==> config.mk <==
export PLATFORM = sky130hd
export DESIGN_NAME = rename_scoreboard_flat
export DESIGN_NICKNAME = d
export VERILOG_FILES = /design/src/rtl/rename_scoreboard_if.sv /design/src/rtl/rename_scoreboard.sv /design/src/flat_wrapper.sv
export SDC_FILE = /design/constraint.sdc
export NUM_CORES = 1
export LEC_CHECK = 0
export ABC_AREA = 1
export CAP_MARGIN = 10
export CORE_ASPECT_RATIO = 1.75
export CORE_MARGIN = 10
export CORE_UTILIZATION = 45
export DETAILED_ROUTE_END_ITERATION = 7
export PLACE_DENSITY = 0.68
export SLEW_MARGIN = 10
export SYNTH_ARGS = -nofsm -noshare
export SYNTH_HDL_FRONTEND = slang
export SYNTH_SLANG_ARGS = --single-unit
==> constraint.sdc <==
create_clock -name clk -period 28.4 [get_ports clk]
set_clock_uncertainty 0.1 [all_clocks]
set_input_delay 5.68 -clock clk [delete_from_list [all_inputs] [get_ports clk]]
set_output_delay 5.68 -clock clk [all_outputs]
set_load 0.01 [all_outputs]
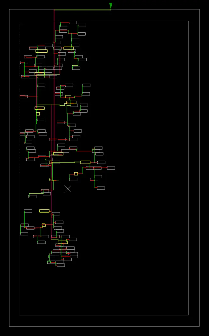
Run 1: clock routing
total clock network power: 135 µW
number of clock buffers inserted by TritonCTS: 9
number of flip-flops and latches: 112
number of clock buffers in the layout: 10
Sink Count: 112

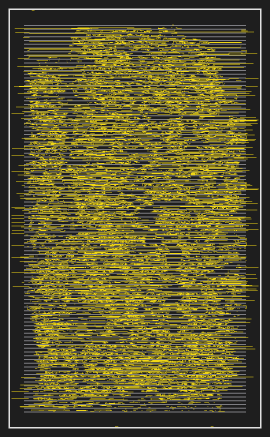
Run 1: M1 wires
Supply wires on this layer in gray.
- wire length on this layer: 37.5 mm
- longest straight run: 78.2 µm
- nets with wire on the layer: 3765
- share of all routed wire: 33%
- main direction: horizontal
routed wire length: 113000 µm
GR met1 Demand/Resource: 39.9%
Via Count: 27765

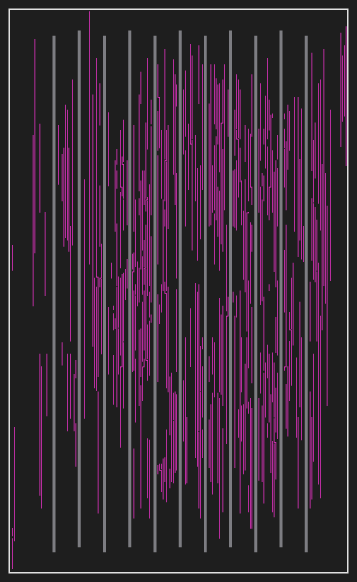
Run 1: the metal 4 layer
Supply wires on this layer in gray.
- share of all routed wire: 11%
- longest straight run: 136 µm

==> impl_summary.log, run 1 <==
[metrics] run summary
INFO  metric post-route-util = 48.3%
INFO  metric run_status = finished, violations left
INFO  metric netSwitchingFraction = 59.2%
INFO  metric clkCellAreaFrac = 1.39%
INFO  metric finalNonFillerCells = 4435
INFO  metric worst_vdd_ir = 167 µV
INFO  metric slew_headroom = 24.3%
INFO  metric count_of_warnings_emitted_by_yosys = 0
INFO  metric met2_wirelength = 52500 µm
INFO  metric yosys-stat-cells = 3892
INFO  metric netlist_area = 0.0205 mm²
INFO  metric final_layout_size_suffix_gt1_share = 2.75%
INFO  metric hold_class = reg -> reg
INFO  metric violated_checks = DRC
INFO  metric comb_power_share = 72.9%
INFO  metric tool_warnings = 28
INFO  metric drt_first_pass_iters = 8
INFO  metric remaining_design_rule_violation_count = 2
INFO  metric overall_global_routing_resource_usage = 39.4%
INFO  metric crit_path_end_kind = register
INFO  metric cts.reportedPaths.clkPinSlew = 0.08 ns
INFO  metric port_buffers = 163
INFO  metric grt_most_used_layer = met2
INFO  metric die-area = 0.0548 mm²
INFO  metric synth.net_count = 4077
INFO  metric floorplan.die.height = 302 µm
INFO  metric worst_pin_slew = 1.13 ns
INFO  metric synth.cellmix.compoundShare = 29.2%
INFO  metric topCombFamilyByArea = simple AND/OR/NAND/NOR gates
Run 1, a small window of the routed layout:
Scale bar: 10 µm. Window x 76 to 106, y 136 to 166 µm. Cells in gray, sequential cells in the stronger gray; small squares are vias.
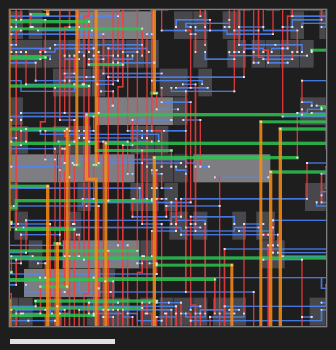

==> run 1 -> run 2 <==
--- a/config.mk
+++ b/config.mk
@@ -11,7 +11,7 @@
 export CORE_MARGIN = 10
 export CORE_UTILIZATION = 45
 export DETAILED_ROUTE_END_ITERATION = 7
-export PLACE_DENSITY = 0.68
+export PLACE_DENSITY = 0.71
 export SLEW_MARGIN = 10
 export SYNTH_ARGS = -nofsm -noshare
 export SYNTH_HDL_FRONTEND = slang
==> constraint.sdc (replaced) <==
create_clock -name clk -period 18.9 [get_ports clk]
set_clock_uncertainty 0.1 [all_clocks]
set_input_delay 3.78 -clock clk [delete_from_list [all_inputs] [get_ports clk]]
set_output_delay 3.78 -clock clk [all_outputs]
set_load 0.01 [all_outputs]
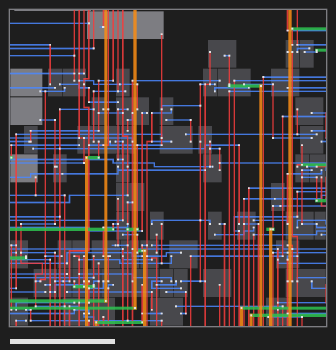
Run 2: a small window of the routed layout
Scale bar: 10 µm. Window x 76 to 106, y 136 to 166 µm. Cells in gray, sequential cells in the stronger gray; small squares are vias.
- red: metal 2
- blue: metal 1
- orange: metal 4
- green: metal 3
- sequential cells in the window: 1
- cells with their middle in the window: 58
- most frequent: nand2_1 (14), buf_4 (10), inv_1 (9)

==> run 2 against run 1 <==
  * The run still ends with DRC left
  * Sequential power increased by 49%
  * Routed wire length increased by 3.3%
  * Cell count increased by 10%
  * Cell area increased by 18%
  * First-iteration DRC count decreased by 28%
  * Combinational power increased by about 90%
  * Hold slack improved by 0.0077 ns
  * Highest routed layer unchanged
==> impl_summary.log, run 2 <==
[metrics] run summary
INFO  metric yosys-stat-cells = 3892 (unchanged)
INFO  metric run_status = finished, violations left
INFO  metric cts.reportedPaths.clkPinSlew = 0.08 ns (about the same)
INFO  metric routed-via-count = 29036 (+4.6%)
INFO  metric hold_class = reg -> reg
INFO  metric crit_path_end_kind = register
INFO  metric finalNonFillerCells = 4894 (+10%)
INFO  metric netSwitchingFraction = 54.8% (-4.3 points)
INFO  metric netlist_area = 0.0205 mm² (unchanged)
INFO  metric drt_first_pass_iters = 8 (unchanged)
INFO  metric met2_wirelength = 55300 µm (+5.4%)
INFO  metric count_of_warnings_emitted_by_yosys = 0 (unchanged)
INFO  metric topCombFamilyByArea = simple AND/OR/NAND/NOR gates
INFO  metric slew_headroom = 11.6% (-13 points)
INFO  metric remaining_design_rule_violation_count = 11 (+9)
INFO  metric synth.net_count = 4077 (unchanged)
INFO  metric tritoncts.num_buffers = 9 (unchanged)
INFO  metric worst_vdd_ir = 291 µV (+74%)
INFO  metric violated_checks = DRC
INFO  metric floorplan.die.height = 302 µm (unchanged)
INFO  metric clkCellAreaFrac = 1.16% (-0.23 points)
INFO  metric tool_warnings = 28 (unchanged)
INFO  metric sink_count = 112 (unchanged)
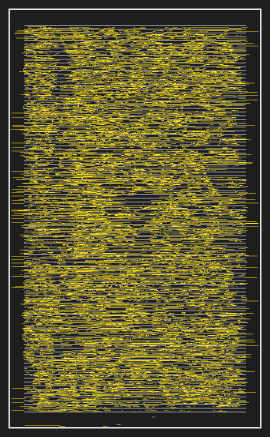
Run 2: M1 wires
Supply wires on this layer in gray.
- main direction: horizontal
- share of all routed wire: 33%
- longest straight run: 51.1 µm
GR met1 Demand/Resource: 39.4%
routed wire length: 117000 µm

Power and IR drop assume default switching activity.
